==> config.mk <==
export PLATFORM = sky130hd
export DESIGN_NAME = vga_timing
export DESIGN_NICKNAME = d
export VERILOG_FILES = /design/src/rtl/vga_timing_pkg.sv /design/src/rtl/vga_axis_counter.sv /design/src/rtl/vga_timing.sv
export SDC_FILE = /design/constraint.sdc
export NUM_CORES = 1
export LEC_CHECK = 0
export CAP_MARGIN = 10
export CORE_AREA = 2 2 110 112
export DETAILED_ROUTE_END_ITERATION = 8
export DIE_AREA = 0 0 112 114
export GPL_ROUTABILITY_DRIVEN = 0
export PLACE_DENSITY = 0.52
export SLEW_MARGIN = 20
export SYNTH_ARGS = -nofsm -noshare
export SYNTH_HDL_FRONTEND = slang
export SYNTH_SLANG_ARGS = --single-unit
==> constraint.sdc <==
create_clock -name clk -period 2.8 [get_ports clk]
set_input_delay 0.42 -clock clk [delete_from_list [all_inputs] [get_ports clk]]
set_output_delay 0.42 -clock clk [all_outputs]
set_load 0.05 [all_outputs]
==> src/rtl/vga_timing_pkg.sv <==
// Shared constants and helpers for the VGA timing generator.
package vga_timing_pkg;

  // Default 640x480@60 mode (25.175 MHz nominal pixel rate)
  localparam int DEF_H_VISIBLE = 640;
  localparam int DEF_H_FRONT   = 16;
  localparam int DEF_H_SYNC    = 96;
  localparam int DEF_H_BACK    = 48;
  localparam int DEF_V_VISIBLE = 480;
  localparam int DEF_V_FRONT   = 10;
  localparam int DEF_V_SYNC    = 2;
  localparam int DEF_V_BACK    = 33;

  // Sync polarity encoding: value the sync pin takes while active
  localparam bit POL_ACTIVE_HIGH = 1'b1;
  localparam bit POL_ACTIVE_LOW  = 1'b0;

  // Total period of one axis
  function automatic int total(input int vis, input int fp, input int sync, input int bp);
    return vis + fp + sync + bp;
  endfunction

endpackage

==> src/rtl/vga_axis_counter.sv <==
// Wrapping counter 0..LIMIT-1 with a programmable reset value, exposing
// both the registered count and its next-state value plus a wrap carry.
module vga_axis_counter
  import vga_timing_pkg::*;
#(
  parameter int CW      = 10,
  parameter int LIMIT   = 800,
  parameter int RST_VAL = 0
) (
  input  logic          clk,
  input  logic          rst_n_i,
  input  logic          inc_i,
  output logic [CW-1:0] cnt_o,
  output logic [CW-1:0] cnt_d_o,
  output logic          wrap_o
);

  localparam logic [CW-1:0] LAST = CW'(LIMIT - 1);
  localparam logic [CW-1:0] RST  = CW'(RST_VAL);

  logic [CW-1:0] cnt_q, cnt_d;

  // Carry fires on the increment that takes the count from LAST back to 0
  assign wrap_o  = inc_i && (cnt_q == LAST);
  assign cnt_o   = cnt_q;
  assign cnt_d_o = cnt_d;

  // Next-state: advance on inc_i, wrap at LAST
  always_comb begin
    cnt_d = cnt_q;
    if (inc_i) begin
      cnt_d = (cnt_q == LAST) ? '0 : cnt_q + 1'b1;
    end
  end

  // Count register
  always_ff @(posedge clk or negedge rst_n_i) begin
    if (!rst_n_i) cnt_q <= RST;
    else          cnt_q <= cnt_d;
  end

endmodule

==> src/rtl/vga_timing.sv <==
// Parametrised VGA timing generator: pixel enable, sync/blank, display
// position, look-ahead fetch position, frame/line strobes, frame counter.
module vga_timing
  import vga_timing_pkg::*;
#(
  parameter int H_VISIBLE  = DEF_H_VISIBLE,
  parameter int H_FRONT    = DEF_H_FRONT,
  parameter int H_SYNC     = DEF_H_SYNC,
  parameter int H_BACK     = DEF_H_BACK,
  parameter int V_VISIBLE  = DEF_V_VISIBLE,
  parameter int V_FRONT    = DEF_V_FRONT,
  parameter int V_SYNC     = DEF_V_SYNC,
  parameter int V_BACK     = DEF_V_BACK,
  parameter bit H_POL      = POL_ACTIVE_LOW,
  parameter bit V_POL      = POL_ACTIVE_LOW,
  parameter int CLK_DIV    = 2,
  parameter int FETCH_LEAD = 2,
  parameter int CW         = 10
) (
  input  logic          clk,
  input  logic          reset,
  input  logic          enable,
  output logic          pix_tick,
  output logic          hsync,
  output logic          vsync,
  output logic          blank,
  output logic [CW-1:0] posx,
  output logic [CW-1:0] posy,
  output logic [CW-1:0] fetch_x,
  output logic [CW-1:0] fetch_y,
  output logic          fetch_valid,
  output logic          frame_start,
  output logic          line_start,
  output logic [7:0]    frame_count
);

  localparam int H_TOTAL = total(H_VISIBLE, H_FRONT, H_SYNC, H_BACK);
  localparam int V_TOTAL = total(V_VISIBLE, V_FRONT, V_SYNC, V_BACK);

  // Fetch pair starts FETCH_LEAD pixels past the display reset point,
  // carrying into y if that crosses the end of the line.
  localparam int FX_RAW = H_VISIBLE + FETCH_LEAD;
  localparam int FX_RST = FX_RAW % H_TOTAL;
  localparam int FY_RST = (V_VISIBLE + FX_RAW / H_TOTAL) % V_TOTAL;

  // Decode thresholds carry one spare bit so an end bound equal to 2**CW fits
  localparam logic [CW:0] HS_START = (CW+1)'(H_VISIBLE + H_FRONT);
  localparam logic [CW:0] HS_END   = (CW+1)'(H_VISIBLE + H_FRONT + H_SYNC);
  localparam logic [CW:0] VS_START = (CW+1)'(V_VISIBLE + V_FRONT);
  localparam logic [CW:0] VS_END   = (CW+1)'(V_VISIBLE + V_FRONT + V_SYNC);
  localparam logic [CW:0] H_VIS    = (CW+1)'(H_VISIBLE);
  localparam logic [CW:0] V_VIS    = (CW+1)'(V_VISIBLE);

  localparam int            DW       = (CLK_DIV > 1) ? $clog2(CLK_DIV) : 1;
  localparam logic [DW-1:0] DIV_LAST = DW'(CLK_DIV - 1);

  if ((H_TOTAL - 1) >= (1 << CW) || (V_TOTAL - 1) >= (1 << CW)) begin : g_cw_too_small
    $error("vga_timing: CW too narrow for H_TOTAL-1 / V_TOTAL-1");
  end
  if (CLK_DIV < 1 || FETCH_LEAD < 0 || FETCH_LEAD >= H_TOTAL) begin : g_bad_param
    $error("vga_timing: CLK_DIV or FETCH_LEAD out of range");
  end

  logic [DW-1:0] div_q, div_d;
  logic [CW-1:0] px_d, py_d, fx_d, fy_d;
  logic          px_wrap, py_wrap, fx_wrap, fy_wrap_unused;
  logic          hsync_q, vsync_q, blank_q, fvalid_q, fs_q, ls_q;
  logic          hsync_d, vsync_d, blank_d, fvalid_d, fs_d, ls_d;
  logic [7:0]    fc_q, fc_d;

  // Pixel divider: counts only while enabled, so a freeze resumes mid-pixel
  always_comb begin
    div_d = div_q;
    if (enable) div_d = (div_q == DIV_LAST) ? '0 : div_q + 1'b1;
  end

  // Divider register
  always_ff @(posedge clk or negedge reset) begin
    if (!reset) div_q <= '0;
    else        div_q <= div_d;
  end

  assign pix_tick = enable && (div_q == DIV_LAST) && reset;

  vga_axis_counter #(.CW(CW), .LIMIT(H_TOTAL), .RST_VAL(H_VISIBLE)) u_disp_x (
    .clk(clk), .rst_n_i(reset), .inc_i(pix_tick),
    .cnt_o(posx), .cnt_d_o(px_d), .wrap_o(px_wrap));

  vga_axis_counter #(.CW(CW), .LIMIT(V_TOTAL), .RST_VAL(V_VISIBLE)) u_disp_y (
    .clk(clk), .rst_n_i(reset), .inc_i(px_wrap),
    .cnt_o(posy), .cnt_d_o(py_d), .wrap_o(py_wrap));

  vga_axis_counter #(.CW(CW), .LIMIT(H_TOTAL), .RST_VAL(FX_RST)) u_fetch_x (
    .clk(clk), .rst_n_i(reset), .inc_i(pix_tick),
    .cnt_o(fetch_x), .cnt_d_o(fx_d), .wrap_o(fx_wrap));

  // The fetch frame wrap has no consumer; only its line carry matters
  vga_axis_counter #(.CW(CW), .LIMIT(V_TOTAL), .RST_VAL(FY_RST)) u_fetch_y (
    .clk(clk), .rst_n_i(reset), .inc_i(fx_wrap),
    .cnt_o(fetch_y), .cnt_d_o(fy_d), .wrap_o(fy_wrap_unused));

  // Decodes from next-state counters so registered outputs align with posx/posy
  always_comb begin
    hsync_d  = (({1'b0, px_d} >= HS_START) && ({1'b0, px_d} < HS_END)) ? H_POL : ~H_POL;
    vsync_d  = (({1'b0, py_d} >= VS_START) && ({1'b0, py_d} < VS_END)) ? V_POL : ~V_POL;
    blank_d  = ({1'b0, px_d} >= H_VIS) || ({1'b0, py_d} >= V_VIS);
    fvalid_d = ({1'b0, fx_d} < H_VIS) && ({1'b0, fy_d} < V_VIS);
    // Display y wrap happens exactly on the edge that enters (0,0)
    fs_d     = py_wrap;
    ls_d     = px_wrap && ({1'b0, py_d} < V_VIS);
    fc_d     = py_wrap ? fc_q + 8'd1 : fc_q;
  end

  // Output registers
  always_ff @(posedge clk or negedge reset) begin
    if (!reset) begin
      hsync_q  <= ~H_POL;
      vsync_q  <= ~V_POL;
      blank_q  <= 1'b1;
      fvalid_q <= 1'b0;
      fs_q     <= 1'b0;
      ls_q     <= 1'b0;
      fc_q     <= 8'd0;
    end else begin
      hsync_q  <= hsync_d;
      vsync_q  <= vsync_d;
      blank_q  <= blank_d;
      fvalid_q <= fvalid_d;
      fs_q     <= fs_d;
      ls_q     <= ls_d;
      fc_q     <= fc_d;
    end
  end

  assign hsync       = hsync_q;
  assign vsync       = vsync_q;
  assign blank       = blank_q;
  assign fetch_valid = fvalid_q;
  assign frame_start = fs_q;
  assign line_start  = ls_q;
  assign frame_count = fc_q;

endmodule
==> run_1/port_trees.png <==
(3 px per um)
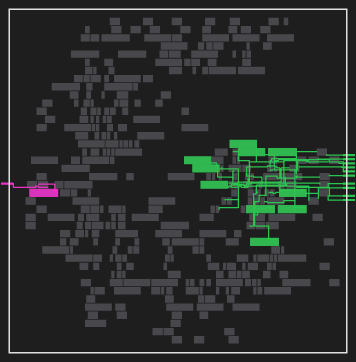
Key: hsync = magenta [bits 1, direction output, edge left, end cells 1, buffers 1, wire 22.4 um]; fetch_y = green [bits 10, direction output, edge right, end cells 10, buffers 10, wire 526 um]
port bufs: 57
I/O pin cnt: 58

==> run_1/m1.png <==
(4 px per um) Supply wires on this layer in grey. Cells faint in the background.
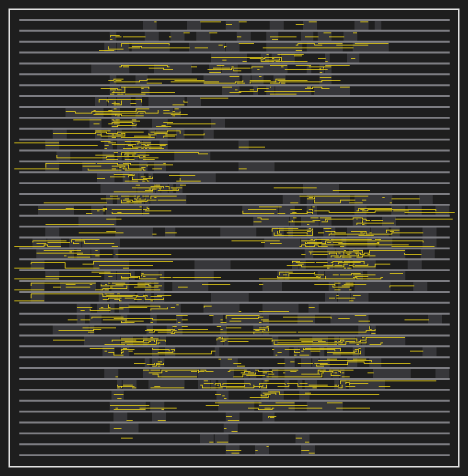
The layer holds 48% of the routed length. The wires run mostly horizontal. The layer carries 3250 um of wire. 313 nets have wire on it.
total wire length: 6770 um
total number of vias: 2251

==> results.sh, run 1 <==
# physical design summary
export IMPL_outcome="complete, no violations"
export IMPL_syn_num_nets=284
export IMPL_synth_edff_count=0
export IMPL_ys_sh_simple=0.254
export IMPL_place_ws_ns=0.209
export IMPL_dieArea_sq_um=12800
export IMPL_ys_cells=274
export IMPL_power_mw=2.05
export IMPL_required_ns=2.97
export IMPL_grt_antenna_before_repair=0
export IMPL_r2r_start="u_fetch_x.cnt_o[1]"
export IMPL_syn2layout_area_growth_pct=33.3
export IMPL_endpoint="fetch_valid"
export IMPL_path_depth=7
export IMPL_async_flop_share=1.00
export IMPL_placed_area_sq_um=3610
export IMPL_flop_cell="dfrtp_1"
export IMPL_die_height_um=114
export IMPL_top_cell_area_share=0.345
export IMPL_wl_per_cell_um=13.9
export IMPL_mostFrequentLayoutCells="clkdlybuf4s50_1 (55), dfrtp_1 (39), nand2_1 (33), xnor2_1 (21), o21ai_0 (19)"
export IMPL_path_cells="ha_1, nand4_2, or4_4, nor3_4, xor2_1, and4_1, a211oi_2"
export IMPL_placementRows=40
export IMPL_use_met3=0.0266
export IMPL_r2r_end="fetch_valid"
export IMPL_drv_cap=0
export IMPL_final_cell_area_sq_um=3770
export IMPL_tns_ns=0
export IMPL_ir_drop_mv=0.242
export IMPL_fillers=1250
export IMPL_slew_headroom=0.516
export IMPL_cts_root_buf="clkbuf_16"
export IMPL_topCombFamilyByArea="simple AND/OR/NAND/NOR gates"
export IMPL_xor_area_frac=0.0898
export IMPL_yosys_register_bits=55
export IMPL_yosys_area_top_type="dfrtp_1"
export IMPL_drive_gt1_frac=0.153
export IMPL_clkLatencyLatePin_ns=0.29
export IMPL_synth_cell_types=52
export IMPL_postLayoutSetupSlackWorst_ns=0.303
export IMPL_grt_max_degree=56
export IMPL_vias_per_cell=4.62
export IMPL_finClkSkew_ns=0.00877
export IMPL_power_density_nw_per_um2=544
export IMPL_use_met2=0.184
export IMPL_grt_pass1_vias=2261
export IMPL_comb_area_sq_um=1370
export IMPL_cpLargestDelayFamily="simple AND/OR/NAND/NOR gates"
export IMPL_clockBufferDepth=2
export IMPL_slew_violations=0
export IMPL_end_kind="register"
export IMPL_seq_area_sq_um=1400
export IMPL_fin_crit_sh=0.892
export IMPL_cts_setup_buffers=0
export IMPL_netSwitchingFraction=0.322
export IMPL_rsz0062_at_grt="no"
export IMPL_seq_power_share=0.461
export IMPL_grt_overflow=0
export IMPL_antenna_cells=0
export IMPL_drc=0
export IMPL_ctsResizeCount=0
export IMPL_antenna_left=0
export IMPL_nets=349
export IMPL_core_area_sq_um=11700
export IMPL_first_pass_iters=4
export IMPL_cts_clk_slew_worst_paths_ns=0.07
export IMPL_pwr_share_clk=0.325
export IMPL_postSynthCellCount=274
export IMPL_ys_sh_mux=0.0190
export IMPL_yosys_area_sq_um=2830
export IMPL_warning_count=28
export IMPL_power_internal_mw=1.39
export IMPL_area_leaders="dfrtp_1 (35%), dfstp_2 (15%), xnor2_1 (6.5%), nand2_1 (4.4%), o21ai_0 (3.4%)"
export IMPL_critPathMaxStageDelay_ns=0.66
export IMPL_crit_type="register to register"
export IMPL_fmax_mhz=400
export IMPL_syn_area_sq_um=2830
export IMPL_die_x_um=112
export IMPL_busiest_layer="met2"
export IMPL_reg2reg_slack_ns=0.30
export IMPL_synth_cellmix_compoundShare=0.0903
export IMPL_grt_pass1_wl_um=11500
export IMPL_synth_warnings=0
export IMPL_htreeDepth=2
export IMPL_placed_cells=479
export IMPL_slowest_stage="or4_4"
export IMPL_switching_power_uw=661
export IMPL_fin_cells=487
export IMPL_cts_tree="built"
export IMPL_worstSetupStartpoint="u_fetch_x.cnt_o[1]"
==> run_1/util_map.png <==
(3 px per um) The die is cut into 11 by 11 equal tiles; dark blue is low, red is high, 0 to 100% covered.
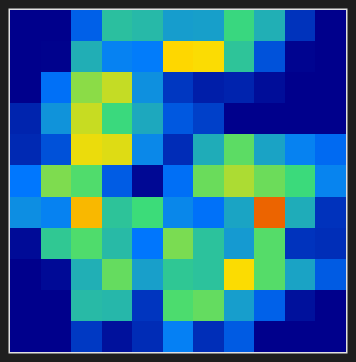
2.5% of the tiles are over 75% full. The fullest tile reaches 89%. The densest ninth of the die: left middle. The emptiest ninth of the die: top right. 20% of the tiles are nearly empty.
Util after Layout: 0.322
effective utilization at floorplan: 0.241

[run 1: area by class of cell]
| type | count | area share |
|---|---|---|
| flip-flops and latches | 55 | 0.370 |
| repair buffers | 65 | 0.169 |
| well taps | 147 | 0.0488 |
| clock inverters | 1 | 0.00199 |
| multi-input cells | 205 | 0.363 |
| clock buffers | 7 | 0.0405 |
| inverters | 7 | 0.00697 |
[run 1: power by group through the flow]
stage	combinational [mW]	clock [mW]	sequential, mW
6_report	0.439	0.667	0.944
5_1_grt	0.470	0.736	0.960
4_1_cts	0.446	0.698	0.947
3_5_place_dp	0.446	0	0.960
3_3_place_gp	0.441	0	0.960
2_1_floorplan	0.106	0	1.12
[run 1: logic make-up after synthesis]
| logic type | count (synthesis) |
|---|---|
| AND/OR/NAND/NOR | 123 |
| flip-flops | 55 |
| AND-OR/OR-AND | 41 |
| XOR/XNOR | 29 |
| buffers and inverters | 14 |
| adder cells (fa/ha/maj) | 7 |
| multiplexers | 5 |
[run 1: cells in the mapped netlist (all sizes together), types with 2 or more instances]
| master | n |
|---|---|
| ha | 7 |
| nor2 | 15 |
| nor3 | 12 |
| and4 | 4 |
| buf | 2 |
| and3 | 8 |
| mux2i | 2 |
| nor4 | 6 |
| dfrtp | 39 |
| o21ai | 21 |
| xor2 | 8 |
| a21o | 2 |
| a21oi | 6 |
| dfstp | 16 |
| nand4 | 13 |
| and2 | 3 |
| a31oi | 4 |
| clkbuf | 5 |
| mux2 | 3 |
| or3 | 4 |
| nand3 | 16 |
| nand2 | 33 |
| xnor2 | 21 |
| inv | 6 |
[run 1: layer usage]
metal | vias to the layer above | share of wire
li1 | 1118 | -
met1 | 1099 | 0.48
met2 | 32 | 0.48
met3 | 2 | 0.033
met4 | 0 | 0.0046
met5 | - | 0
--- run 2 (diff from run 1) ---
--- a/config.mk
+++ b/config.mk
@@ -6,12 +6,13 @@
 export NUM_CORES = 1
 export LEC_CHECK = 0
 export CAP_MARGIN = 10
-export CORE_AREA = 2 2 110 112
+export CORE_AREA = 2 2 108 110
 export DETAILED_ROUTE_END_ITERATION = 8
-export DIE_AREA = 0 0 112 114
+export DIE_AREA = 0 0 110 112
 export GPL_ROUTABILITY_DRIVEN = 0
-export PLACE_DENSITY = 0.52
+export PLACE_DENSITY = 0.53
 export SLEW_MARGIN = 20
 export SYNTH_ARGS = -nofsm -noshare
 export SYNTH_HDL_FRONTEND = slang
+export SYNTH_HIERARCHICAL = 1
 export SYNTH_SLANG_ARGS = --single-unit
==> run_2/m1.png <==
(4 px per um) Supply wires on this layer in grey. Cells faint in the background.
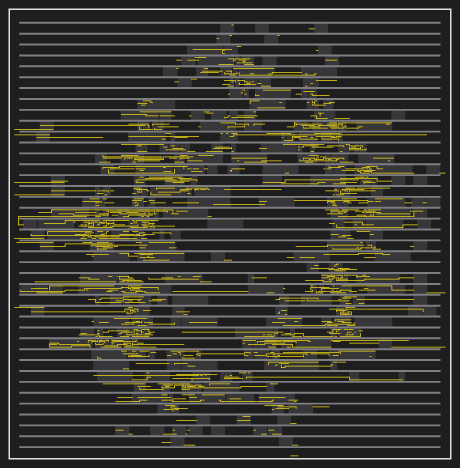
The longest straight run is 48.3 um. The wires run mostly horizontal. The layer carries 3060 um of wire. 293 nets have wire on it.

==> run_2/port_trees.png <==
(3 px per um)
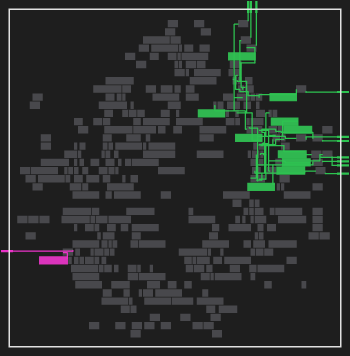
Key: hsync = magenta [bits 1, direction output, edge left, end cells 1, buffers 1, wire 24.1 um]; fetch_y = green [bits 10, direction output, edge 7 right, 3 top, end cells 10, buffers 10, wire 467 um]

==> run_2/sizing.png <==
(3 px per um)
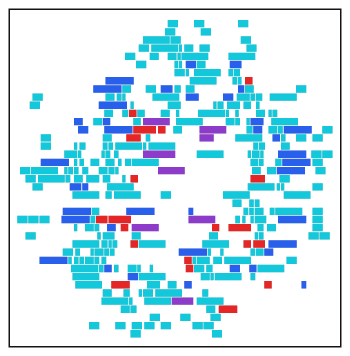
Key: x2 = blue [cells 39]; x3 and x4 = red [cells 20]; x1 and smaller = cyan [cells 254]; x6 and larger = purple [cells 8]

==> run 2 against run 1 <==
Effect of this change: highest routed layer unchanged; clock power increased by 8.4%; sequential power grew 6%; first-iteration DRC count is 43% lower; critical path type is now input pin to register; sequential share of layout area increased by 0.12 points; worst setup slack worse by 0.029 ns.
==> results.sh, run 2 <==
# physical design summary
export IMPL_outcome="complete, no violations"
export IMPL_clkLatencyLatePin_ns=0.29
export IMPL_seq_power_share=0.435
export IMPL_syn_area_sq_um=2750
export IMPL_antenna_left=0
export IMPL_top_cell_area_share=0.354
export IMPL_fin_crit_sh=0.902
export IMPL_required_ns=2.98
export IMPL_final_cell_area_sq_um=3760
export IMPL_setup_violations=0
export IMPL_yosys_area_top_type="dfrtp_1"
export IMPL_fin_crit_ns=2.53
export IMPL_grt_pass1_wl_um=11000
export IMPL_hp_class="input pin to asynchronous set/reset pin"
export IMPL_synth_warnings=6
export IMPL_initial_utilization=0.246
export IMPL_antenna_cells=0
export IMPL_cts_root_buf="clkbuf_16"
export IMPL_hpwl_um=4790
export IMPL_yosysMostFrequentCell="dfrtp_1"
export IMPL_yosys_area_sq_um=2750
export IMPL_power_density_nw_per_um2=612
export IMPL_htreeDepth=2
export IMPL_nets=330
export IMPL_drv_cap=0
export IMPL_grt_antenna_before_repair=0
export IMPL_placementRows=39
export IMPL_place_ws_ns=-0.0453
export IMPL_grt_pass1_vias=2190
export IMPL_dieArea_sq_um=12300
export IMPL_postLayoutSetupSlackWorst_ns=0.274
export IMPL_cts_clk_slew_worst_paths_ns=0.07
export IMPL_port_buffers=57
export IMPL_die_x_um=110
export IMPL_io_pins=58
export IMPL_area_leaders="dfrtp_1 (35%), dfstp_2 (15%), xor2_1 (4.8%), xnor2_1 (4.1%), ha_1 (3.2%)"
export IMPL_ys_cells=249
export IMPL_async_flop_share=1.00
export IMPL_groute_usage_overall=0.112
export IMPL_drive_gt1_frac=0.209
export IMPL_first_pass_iters=4
export IMPL_routed_via_count=2168
export IMPL_worst_pin_slew_ns=0.702
export IMPL_synth_edff_count=0
export IMPL_critPathMostFrequentCell="and4_1"
export IMPL_cpLargestDelayFamily="simple AND/OR/NAND/NOR gates"
export IMPL_slew_headroom=0.532
export IMPL_wl_per_cell_um=14.0
export IMPL_drc=0
export IMPL_ctsResizeCount=0
export IMPL_postSynthCellCount=249
export IMPL_syn_num_nets=259
export IMPL_rsz0062_at_grt="no"
export IMPL_grt_max_degree=56
export IMPL_grt_overflow=0
export IMPL_flop_cell="dfrtp_1"
export IMPL_cts_setup_buffers=0
export IMPL_finClkSkew_ns=0.00584
export IMPL_die_height_um=112
export IMPL_synth_cell_types=42
export IMPL_p_leak_nw=1.51
export IMPL_slew_violations=0
export IMPL_pwr_share_clk=0.314
export IMPL_core_area_sq_um=11200
export IMPL_power_internal_mw=1.53
export IMPL_critPathMaxStageDelay_ns=0.49
export IMPL_end_kind="register"
export IMPL_drt_initial_drc_count=31
export IMPL_yosys_register_bits=55
export IMPL_fmax_mhz=396
export IMPL_ir_drop_mv=0.280
export IMPL_netSwitchingFraction=0.336
export IMPL_switching_power_uw=772
export IMPL_holdBufCountCts=0
export IMPL_cts_sinks=55
export IMPL_warning_count=28
export IMPL_numCtsBuffers=5
export IMPL_placed_area_sq_um=3580
export IMPL_cts_tree="built"
export IMPL_synth_seq_share=0.507
export IMPL_crit_type="input pin to register"
export IMPL_path_cells="clkdlybuf4s50_1, and3_2, nand2_1, nor4_4, buf_4, and4_1, nand3_1, xnor2_1, and4_1, nor2_1, and2_1"
export IMPL_path_buffers=2
export IMPL_mostFrequentLayoutCells="clkdlybuf4s50_1 (55), dfrtp_1 (39), nand2_1 (18), dfstp_2 (16), xor2_1 (15)"
export IMPL_slowest_stage="clkdlybuf4s50_1"
export IMPL_vias_per_cell=4.67
export IMPL_routed_wl_um=6500
export IMPL_synth_cells_most_frequent="dfrtp_1 (39), nand2_1 (18), dfstp_2 (16), xor2_1 (15)"
export IMPL_clockBufferDepth=2
export IMPL_syn2layout_area_growth_pct=36.4
==> run 2: power by group through the flow <==
stage               clock network, mW  registers, mW  logic (mW)
floorplan                           0           1.23       0.143
global route                    0.779           1.02       0.610
detailed placement                  0           1.02       0.582
global placement                    0           1.02       0.578
finish                          0.723           1.00       0.576
CTS                             0.745           1.01       0.583
==> run 2: kinds of logic (layout without fill, tap and decap cells) <==
kind of cell	Yosys count	in the layout	synth area share
simple gates	100	100	0.244
flops	55	55	0.507
compound gates	36	36	0.0836
xor+xnor	28	28	0.0891
buf+inv	18	90	0.0254
fa+ha+maj	7	7	0.0318
mux	5	5	0.0195
==> run 2: routing by layer <==
metal | share of wire | GRT usage | up-vias
li1 | - | - | 1048
met5 | 0 | 0 | -
met4 | 0.0045 | 0.0253 | 0
met3 | 0.041 | 0.0252 | 2
met2 | 0.48 | 0.180 | 49
met1 | 0.47 | 0.153 | 1069
==> run 2: per-stage QoR <==
step	utilization	power, mW	TNS, ns	hold WS (ns)	instances
floorplan	-	1.38	0	0.124	249
CTS	0.336	2.33	0	0.338	464
global route	0.336	2.41	0	0.380	464
finish	0.336	2.30	0	0.281	464
detailed placement	0.321	1.60	-0.112	0.450	456
global placement	0.321	1.60	-0.00897	0.451	456
==> run 2: final timing paths <==
path	from	to	slack (ns)	depth (start not counted)
max	enable	line_start	0.27	11
min	reset	u_fetch_x/cnt_o[5]	0.28	2
max reg2reg	u_disp_x/cnt_o[9]	line_start	0.31	9
min reg2reg	div_q	div_q	0.46	1
max in group asynchronous	reset	u_disp_y/cnt_o[0]	2.04	2
min in group clk	div_q	div_q	0.46	1
==> run 2: layout make-up <==
class,instances,area [sq um]
clock buffer,6,139
clock inverter,2,35.0
fill,1117,7420
inverter,14,52.6
multi-input combinational,176,1300
sequential,55,1400
tap,143,179
timing repair buffer,68,658
--- run 3 (diff from run 2) ---
--- a/config.mk
+++ b/config.mk
@@ -7,10 +7,12 @@
 export LEC_CHECK = 0
 export CAP_MARGIN = 10
 export CORE_AREA = 2 2 108 110
+export CTS_CLUSTER_DIAMETER = 120
 export DETAILED_ROUTE_END_ITERATION = 8
 export DIE_AREA = 0 0 110 112
 export GPL_ROUTABILITY_DRIVEN = 0
 export PLACE_DENSITY = 0.53
+export SKIP_CTS_REPAIR_TIMING = 1
 export SLEW_MARGIN = 20
 export SYNTH_ARGS = -nofsm -noshare
 export SYNTH_HDL_FRONTEND = slang
==> run_3/util_map.png <==
(3 px per um) The die is cut into 11 by 11 equal tiles; dark blue is low, red is high, 0 to 100% covered.
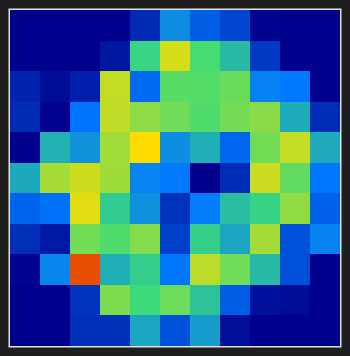
The emptiest ninth of the die: top left. The mean over all tiles is 29%. The fullest tile reaches 91%.
Core Region: 11200 sq um
effective utilization at floorplan: 0.246
Util after Layout: 0.336

==> run_3/m1.png <==
(4 px per um) Supply wires on this layer in grey. Cells faint in the background.
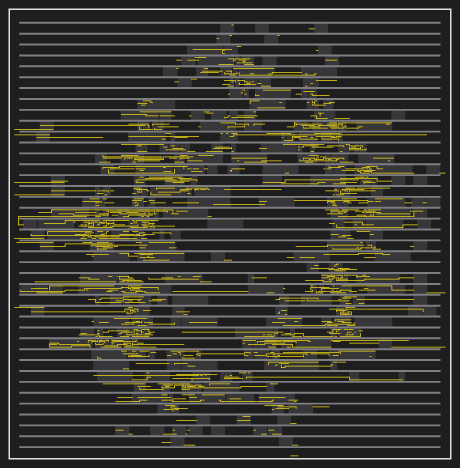
total number of vias: 2168
met1 usage: 0.153
total wire length: 6500 um

==> run 3 against run 2 <==
Effect of this change: clock skew stayed put; synthesized cell count unchanged; clock-buffer cell count unchanged; die size unchanged; synthesized area did not move; first-iteration DRC count unchanged; combinational power about the same; sequential share of layout area unchanged; sequential cell count unchanged; via count did not move; critical endpoint unchanged; largest cell class unchanged; largest power group unchanged; highest routed layer unchanged.
==> results.sh, run 3 <==
# physical design summary
export IMPL_yosys_area_sq_um=2750
export IMPL_syn_num_nets=259
export IMPL_hold_viol=0
export IMPL_first_pass_iters=4
export IMPL_hpwl_um=4790
export IMPL_grt_overflow=0
export IMPL_warning_count=28
export IMPL_syn_area_sq_um=2750
export IMPL_power_density_nw_per_um2=612
export IMPL_slew_headroom=0.532
export IMPL_critPathMostFrequentCell="and4_1"
export IMPL_synth_cell_types=42
export IMPL_fmax_mhz=396
export IMPL_synth_seq_share=0.507
export IMPL_flop_cell="dfrtp_1"
export IMPL_numCtsBuffers=5
export IMPL_cts_tree="built"
export IMPL_yosys_register_bits=55
export IMPL_place_ws_ns=-0.0453
export IMPL_reg2reg_slack_ns=0.31
export IMPL_yosys_area_top_type="dfrtp_1"
export IMPL_seq_power_share=0.435
export IMPL_vias_per_cell=4.67
export IMPL_outcome="complete, no violations"
export IMPL_r2r_end="line_start"
export IMPL_fin_crit_ns=2.53
export IMPL_drc=0
export IMPL_arrival_ns=2.71
export IMPL_placed_area_sq_um=3580
export IMPL_cts_sinks=55
export IMPL_area_leaders="dfrtp_1 (35%), dfstp_2 (15%), xor2_1 (4.8%), xnor2_1 (4.1%), ha_1 (3.2%)"
export IMPL_ir_drop_mv=0.280
export IMPL_fin_cells=464
export IMPL_cp_start_kind="input pin"
export IMPL_postLayoutSetupSlackWorst_ns=0.274
export IMPL_nets=330
export IMPL_finClkSkew_ns=0.00584
export IMPL_drive_gt1_frac=0.209
export IMPL_cts_root_buf="clkbuf_16"
export IMPL_avgSynthCellArea_sq_um=11.1
export IMPL_critPathMaxStageDelay_ns=0.49
export IMPL_worst_pin_slew_ns=0.702
export IMPL_layout_cells_most_common="clkdlybuf4s50_1"
export IMPL_slew_violations=0
export IMPL_switching_power_uw=772
export IMPL_netSwitchingFraction=0.336
export IMPL_antenna_left=0
export IMPL_hp_class="input pin to asynchronous set/reset pin"
export IMPL_placed_cells=456
export IMPL_synth_warnings=6
export IMPL_hold_slack_ns=0.281
export IMPL_tns_ns=0
export IMPL_cts_clk_slew_worst_paths_ns=0.07
export IMPL_clkLatencyLatePin_ns=0.29
export IMPL_dieArea_sq_um=12300
export IMPL_power_mw=2.30
export IMPL_groute_usage_overall=0.112
export IMPL_setup_violations=0
export IMPL_die_height_um=112
export IMPL_drv_cap=0
export IMPL_comb_power_share=0.250
export IMPL_io_pins=58
export IMPL_rsz0062_at_grt="no"
export IMPL_htreeDepth=2
export IMPL_fin_crit_sh=0.902
export IMPL_postSynthCellCount=249
export IMPL_power_internal_mw=1.53
export IMPL_final_cell_area_sq_um=3760
export IMPL_die_x_um=110
export IMPL_grt_pass1_wl_um=11000
export IMPL_path_max_fanout=11
export IMPL_ys_cells=249
export IMPL_top_cell_area_share=0.354
export IMPL_yosysMostFrequentCell="dfrtp_1"
export IMPL_grt_antenna_before_repair=0
export IMPL_end_kind="register"
export IMPL_port_buffers=57
export IMPL_r2r_start="u_disp_x/cnt_o[9]"
export IMPL_pwr_share_clk=0.314
export IMPL_required_ns=2.98
export IMPL_drt_initial_drc_count=31
export IMPL_path_cells="clkdlybuf4s50_1, and3_2, nand2_1, nor4_4, buf_4, and4_1, nand3_1, xnor2_1, and4_1, nor2_1, and2_1"
export IMPL_grt_max_degree=56
export IMPL_grt_pass1_vias=2190
export IMPL_slowest_stage="clkdlybuf4s50_1"
export IMPL_p_leak_nw=1.51
export IMPL_crit_type="input pin to register"
export IMPL_wl_per_cell_um=14.0
export IMPL_syn2layout_area_growth_pct=36.4
export IMPL_mostFrequentLayoutCells="clkdlybuf4s50_1 (55), dfrtp_1 (39), nand2_1 (18), dfstp_2 (16), xor2_1 (15)"
export IMPL_clockBufferDepth=2
export IMPL_async_flop_share=1.00
export IMPL_synth_edff_count=0
export IMPL_synth_cells_most_frequent="dfrtp_1 (39), nand2_1 (18), dfstp_2 (16), xor2_1 (15)"
export IMPL_antenna_cells=0
export IMPL_reg2regPathDepth=9
==> run_3/placed.png <==
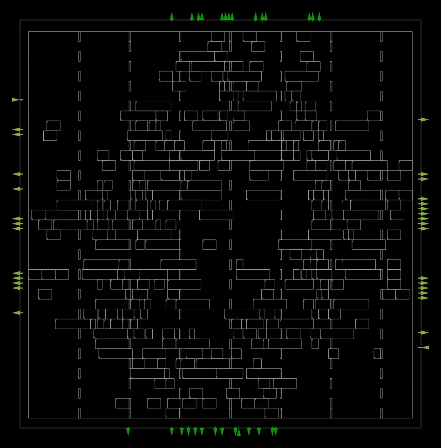
Seq cells: 55
fill count: 1117
Site Rows: 39

==> run 3: cell counts after synthesis <==
Identical to the previous run, type by type.
==> run 3: worst max-delay path by stage <==
stage | startpoint | end | depth (start not counted)
detailed placement | enable | line_start | 9
floorplan | reset | line_start | 11
global placement | enable | fetch_valid | 9
CTS | enable | vsync | 10
finish | enable | line_start | 11
global route | u_disp_x/cnt_o[5] | vsync | 8
==> run 3: cell type report <==
cell class | instances | area (sq um)
Fill cell | 1117 | 7420
Clock inverter | 2 | 35.0
Tap cell | 143 | 179
Multi-Input combinational cell | 176 | 1300
Inverter | 14 | 52.6
Sequential cell | 55 | 1400
Timing Repair Buffer | 68 | 658
Clock buffer | 6 | 139
==> run 3: kinds of logic (layout without fill, tap and decap cells) <==
family	count (synthesis)	count (layout)	share of synthesized area
adder cells (fa/ha/maj)	7	7	0.0318
XOR/XNOR	28	28	0.0891
flip-flops	55	55	0.507
AND-OR/OR-AND	36	36	0.0836
buffers and inverters	18	90	0.0254
multiplexers	5	5	0.0195
AND/OR/NAND/NOR	100	100	0.244
==> run 3: worst max-delay path: cells and delay by family <==
| kind | cells | cell delay [ns] |
|---|---|---|
| buf+inv | 2 | 0.72 |
| simple gates | 8 | 1.39 |
| xor+xnor | 1 | 0.19 |
==> run 3: routing by layer <==
metal,track usage,up-vias,part of all wire
met4,0.0253,0,0.0045
met1,0.153,1069,0.47
li1,-,1048,-
met5,0,-,0
met3,0.0252,2,0.041
met2,0.180,49,0.48
==> run 3: power by group through the flow <==
stage,sequential (mW),combinational [mW],clock (mW)
floorplan,1.23,0.143,0
global placement,1.02,0.578,0
detailed placement,1.02,0.582,0
CTS,1.01,0.583,0.745
global route,1.02,0.610,0.779
finish,1.00,0.576,0.723
Power figures rest on the tool's default switching activity, not on a simulated workload.
